File: src/rtl/bp_pkg.sv
// rtl/bp_pkg.sv - counter encodings, default entry layout and counter helper for the branch predictor
package bp_pkg;

  // 2-bit saturating direction counter states
  typedef enum logic [1:0] {
    SNT = 2'b00,
    WNT = 2'b01,
    WT  = 2'b10,
    ST  = 2'b11
  } ctr_e;

  // Default geometry of the predictor table
  localparam int BP_PC_W      = 9;
  localparam int BP_BHT_DEPTH = 16;
  localparam int BP_IDX_W     = $clog2(BP_BHT_DEPTH);
  localparam int BP_TAG_W     = BP_PC_W - BP_IDX_W - 2;

  // One table entry at the default geometry
  typedef struct packed {
    logic                valid;
    logic [BP_TAG_W-1:0] tag;
    ctr_e                ctr;
    logic [BP_PC_W-1:0]  target;
  } bp_entry_t;

  // Move the counter one step towards the observed outcome, holding at the ends
  function automatic ctr_e ctr_update(input ctr_e ctr, input logic taken);
    logic [1:0] c;
    ctr_e       res;
    c   = ctr;
    res = ctr;
    if (taken && (ctr != ST)) begin
      res = ctr_e'(c + 2'd1);
    end else if (!taken && (ctr != SNT)) begin
      res = ctr_e'(c - 2'd1);
    end
    return res;
  endfunction

endpackage

File: src/rtl/bp_table.sv
// rtl/bp_table.sv - direct-mapped predictor storage: two async read ports, one sync write, sync clear
module bp_table
  import bp_pkg::*;
#(
  parameter int                DEPTH   = 16,
  parameter int                IDX_W   = 4,
  parameter int                DATA_W  = 16,
  parameter logic [DATA_W-1:0] CLR_VAL = '0
) (
  input  logic              clk_i,
  input  logic              resetn_i,
  input  logic [IDX_W-1:0]  ra_idx_i,
  output logic [DATA_W-1:0] ra_data_o,
  input  logic [IDX_W-1:0]  rb_idx_i,
  output logic [DATA_W-1:0] rb_data_o,
  input  logic              we_i,
  input  logic [IDX_W-1:0]  wr_idx_i,
  input  logic [DATA_W-1:0] wr_data_i
);

  logic [DATA_W-1:0] mem_q [DEPTH];

  // Reads see the stored value only; a same-cycle write lands after the edge
  assign ra_data_o = mem_q[ra_idx_i];
  assign rb_data_o = mem_q[rb_idx_i];

  // Clear every entry on reset, otherwise perform the single pending write
  always_ff @(posedge clk_i) begin
    if (!resetn_i) begin
      for (int i = 0; i < DEPTH; i++) begin
        mem_q[i] <= CLR_VAL;
      end
    end else if (we_i) begin
      mem_q[wr_idx_i] <= wr_data_i;
    end
  end

endmodule

File: src/rtl/branch_predict_unit.sv
// rtl/branch_predict_unit.sv - fetch-side next-PC prediction plus EX-side resolve, redirect and training
module branch_predict_unit
  import bp_pkg::*;
#(
  parameter int PC_W      = BP_PC_W,
  parameter int BHT_DEPTH = BP_BHT_DEPTH,
  parameter int PERF_W    = 32
) (
  input  logic              clk,
  input  logic              reset,
  input  logic [PC_W-1:0]   if_pc,
  output logic              pred_taken,
  output logic [31:0]       pred_target,
  input  logic              ex_valid,
  input  logic [PC_W-1:0]   ex_pc,
  input  logic [31:0]       ex_imm,
  input  logic              ex_branch,
  input  logic              ex_jump,
  input  logic              ex_jalr,
  input  logic [31:0]       ex_alu_result,
  input  logic              ex_pred_taken,
  input  logic [31:0]       ex_pred_target,
  output logic [31:0]       pc_four,
  output logic              redirect,
  output logic [31:0]       redirect_pc,
  output logic [PERF_W-1:0] branch_count,
  output logic [PERF_W-1:0] mispredict_count
);

  localparam int IDX_W = $clog2(BHT_DEPTH);
  localparam int TAG_W = PC_W - IDX_W - 2;

  typedef struct packed {
    logic             valid;
    logic [TAG_W-1:0] tag;
    ctr_e             ctr;
    logic [PC_W-1:0]  target;
  } entry_t;

  localparam int     ENTRY_W   = $bits(entry_t);
  localparam entry_t CLR_ENTRY = '{valid: 1'b0, tag: '0, ctr: WNT, target: '0};

  logic [IDX_W-1:0] if_idx, ex_idx;
  logic [TAG_W-1:0] if_tag, ex_tag;
  entry_t           if_entry, ex_entry, wr_entry;
  logic             wr_en;
  logic             if_hit, ex_hit;
  logic [PC_W-1:0]  if_pc4, ex_pc4, act_tgt, nxt;
  logic [31:0]      act_tgt_full;
  logic             act_taken, is_jal, is_cbr;
  logic [PERF_W-1:0] branch_count_q, branch_count_d;
  logic [PERF_W-1:0] mispredict_count_q, mispredict_count_d;
  logic             unused_hi;

  assign if_idx = if_pc[IDX_W+1:2];
  assign if_tag = if_pc[PC_W-1:IDX_W+2];
  assign ex_idx = ex_pc[IDX_W+1:2];
  assign ex_tag = ex_pc[PC_W-1:IDX_W+2];

  bp_table #(
    .DEPTH  (BHT_DEPTH),
    .IDX_W  (IDX_W),
    .DATA_W (ENTRY_W),
    .CLR_VAL(CLR_ENTRY)
  ) u_table (
    .clk_i    (clk),
    .resetn_i (reset),
    .ra_idx_i (if_idx),
    .ra_data_o(if_entry),
    .rb_idx_i (ex_idx),
    .rb_data_o(ex_entry),
    .we_i     (wr_en),
    .wr_idx_i (ex_idx),
    .wr_data_i(wr_entry)
  );

  // Fetch prediction; held not-taken while in reset
  assign if_hit      = if_entry.valid && (if_entry.tag == if_tag);
  assign if_pc4      = if_pc + PC_W'(4);
  assign pred_taken  = reset & if_hit & if_entry.ctr[1];
  assign pred_target = 32'(pred_taken ? if_entry.target : if_pc4);

  // Resolve the EX instruction and compare against what fetch assumed
  assign act_taken    = (ex_branch & ex_alu_result[0]) | ex_jump;
  assign act_tgt_full = ex_jalr ? {ex_alu_result[31:1], 1'b0} : (32'(ex_pc) + ex_imm);
  assign act_tgt      = act_tgt_full[PC_W-1:0];
  assign ex_pc4       = ex_pc + PC_W'(4);
  assign nxt          = act_taken ? act_tgt : ex_pc4;
  assign redirect     = ex_valid & reset &
                        ((act_taken != ex_pred_taken) |
                         (act_taken & (ex_pred_target[PC_W-1:0] != act_tgt)));
  assign redirect_pc  = 32'(nxt);
  assign pc_four      = 32'(ex_pc) + 32'd4;

  // Only the low PC_W bits of targets take part in prediction
  assign unused_hi = ^{act_tgt_full, ex_pred_target};

  assign is_jal = ex_jump & ~ex_jalr;
  assign is_cbr = ex_branch & ~ex_jump;
  assign ex_hit = ex_entry.valid && (ex_entry.tag == ex_tag);

  // Training write: jal forces strongly taken, branches step the counter, jalr never trains
  always_comb begin
    wr_en    = 1'b0;
    wr_entry = ex_entry;
    if (ex_valid) begin
      if (is_jal) begin
        wr_en           = 1'b1;
        wr_entry.valid  = 1'b1;
        wr_entry.tag    = ex_tag;
        wr_entry.ctr    = ST;
        wr_entry.target = act_tgt;
      end else if (is_cbr) begin
        if (act_taken) begin
          wr_en           = 1'b1;
          wr_entry.valid  = 1'b1;
          wr_entry.tag    = ex_tag;
          wr_entry.ctr    = ctr_update(ex_entry.ctr, 1'b1);
          wr_entry.target = act_tgt;
        end else if (ex_hit) begin
          wr_en        = 1'b1;
          wr_entry.ctr = ctr_update(ex_entry.ctr, 1'b0);
        end
      end
    end
  end

  // Saturating next values of the performance counters
  always_comb begin
    branch_count_d     = branch_count_q;
    mispredict_count_d = mispredict_count_q;
    if (ex_valid && (ex_branch || ex_jump) && !(&branch_count_q)) begin
      branch_count_d = branch_count_q + PERF_W'(1);
    end
    if (redirect && !(&mispredict_count_q)) begin
      mispredict_count_d = mispredict_count_q + PERF_W'(1);
    end
  end

  // Performance counter registers, cleared by reset
  always_ff @(posedge clk) begin
    if (!reset) begin
      branch_count_q     <= '0;
      mispredict_count_q <= '0;
    end else begin
      branch_count_q     <= branch_count_d;
      mispredict_count_q <= mispredict_count_d;
    end
  end

  assign branch_count     = branch_count_q;
  assign mispredict_count = mispredict_count_q;

endmodule

File: config.mk
export PLATFORM = sky130hd
export DESIGN_NAME = branch_predict_unit
export DESIGN_NICKNAME = d
export VERILOG_FILES = /design/src/rtl/bp_pkg.sv /design/src/rtl/bp_table.sv /design/src/rtl/branch_predict_unit.sv
export SDC_FILE = /design/constraint.sdc
export NUM_CORES = 1
export LEC_CHECK = 0
export ABC_AREA = 1
export CORE_AREA = 2 2 207 209
export DETAILED_ROUTE_END_ITERATION = 8
export DIE_AREA = 0 0 209 211
export PLACE_DENSITY = 0.74
export SLEW_MARGIN = 20
export SYNTH_ARGS = -nofsm -noshare
export SYNTH_HDL_FRONTEND = slang
export SYNTH_SLANG_ARGS = --single-unit
File: constraint.sdc
create_clock -name clk -period 3.1 [get_ports clk]
set_input_delay 0.31 -clock clk [delete_from_list [all_inputs] [get_ports clk]]
set_output_delay 0.31 -clock clk [all_outputs]
set_load 0.02 [all_outputs]
**Signal wires on met3**

Drawn at 2 px/um. Cells faint in the background.
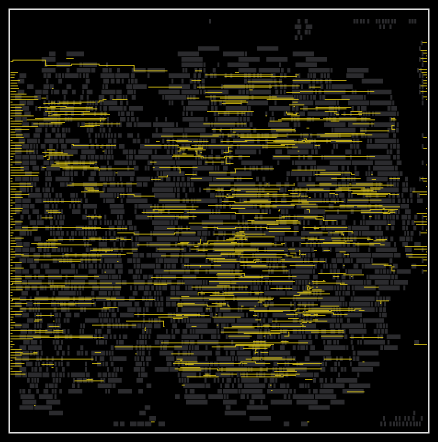
wire length on this layer: 7450 um
main direction: horizontal
longest straight run: 73.1 um
Routed WL: 63.5 mm
via count: 17978
GRT met3 Usage: 5.84%

**Clock nets**

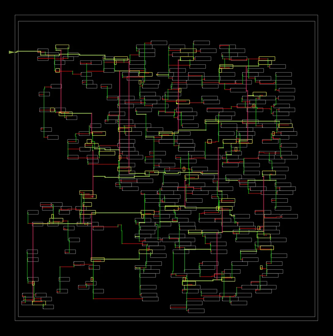
Clock Power: 4.21 mW
clock buffer count: 47

**Clock network drawn from the DEF**

Drawn at 2 px/um.
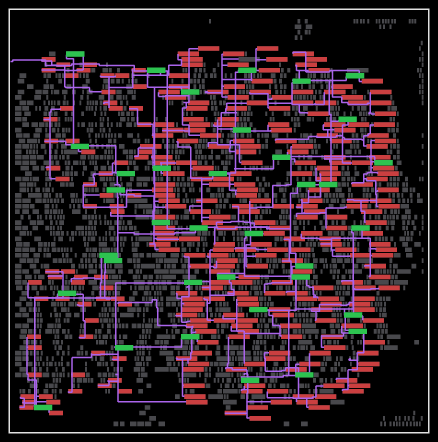
legend:
  clock-net drivers:
    colour: green
    count: 36
  flip-flops:
    colour: red
    count: 304
  clock wires:
    colour: purple
    length: 4150 um
flops lie: all over the die
Clock Power Share: 39.7%
Final Skew: 0.0274 ns
worst skew pair latency: 0.54 ns

==> impl_metrics.env <==
# implementation run metrics
export IMPL_critPathRequiredTime_ns=2.79
export IMPL_multi_input_comb_cells=1725
export IMPL_track_usage_pct=28.3
export IMPL_max_cap_viol_count=0
export IMPL_logic_area_mm2=0.00844
export IMPL_drt_first_pass_iters=6
export IMPL_top_register="u_table.mem_q"
export IMPL_placed_area_mm2=0.0214
export IMPL_numPortBuffers=145
export IMPL_layout_cells_non_filler=3114
export IMPL_grt_pass1_wl_mm=97.2
export IMPL_enable_flop_cells=240
export IMPL_dr_wl_met2_mm=29.2
export IMPL_clkSlewWorstSetupHoldPaths_ns=0.05
export IMPL_regToRegEndpoint="u_table.mem_q[13][1]$_SDFFCE_PN0P_"
export IMPL_path_buffers=6
export IMPL_setup_viol=0
export IMPL_status="completed"
export IMPL_holdBufCountCts=0
export IMPL_clock_cell_area_share_pct=5.04
export IMPL_drc=0
export IMPL_finalCritPeriodShare_pct=95.4
export IMPL_lay_top_count="nor2_1"
export IMPL_globalRouteMet2Util_pct=46.8
export IMPL_antenna_found_initial=1
export IMPL_worst_r2r_setup_slack_ns=0.57
export IMPL_route_top_layer_used="met4"
export IMPL_p_leak_nw=8.77
export IMPL_yosys_warnings=0
export IMPL_comb_power_share_pct=17.2
export IMPL_cts_repair_resized=21
export IMPL_n_sequential_cell=304
export IMPL_hold_viol=0
export IMPL_holdWs_ns=0.503
export IMPL_fin_nets=2688
export IMPL_fillers=3780
export IMPL_synthAoiAreaFrac_pct=15.5
export IMPL_hold_depth=2
export IMPL_cts_inserted_buffers=36
export IMPL_critical_path_endpoint="pc_four[8]"
export IMPL_place_inst=3052
export IMPL_ff2ff_path_depth=15
export IMPL_fin_ws_ns=0.141
export IMPL_syn_area_mm2=0.0186
export IMPL_dp_hpwl_mm=44.8
export IMPL_comb_share_pct=37.5
export IMPL_die_w_um=209
export IMPL_crit_start="ex_pc[5]"
No activity file was given, so power comes from the tool's default toggle rates.
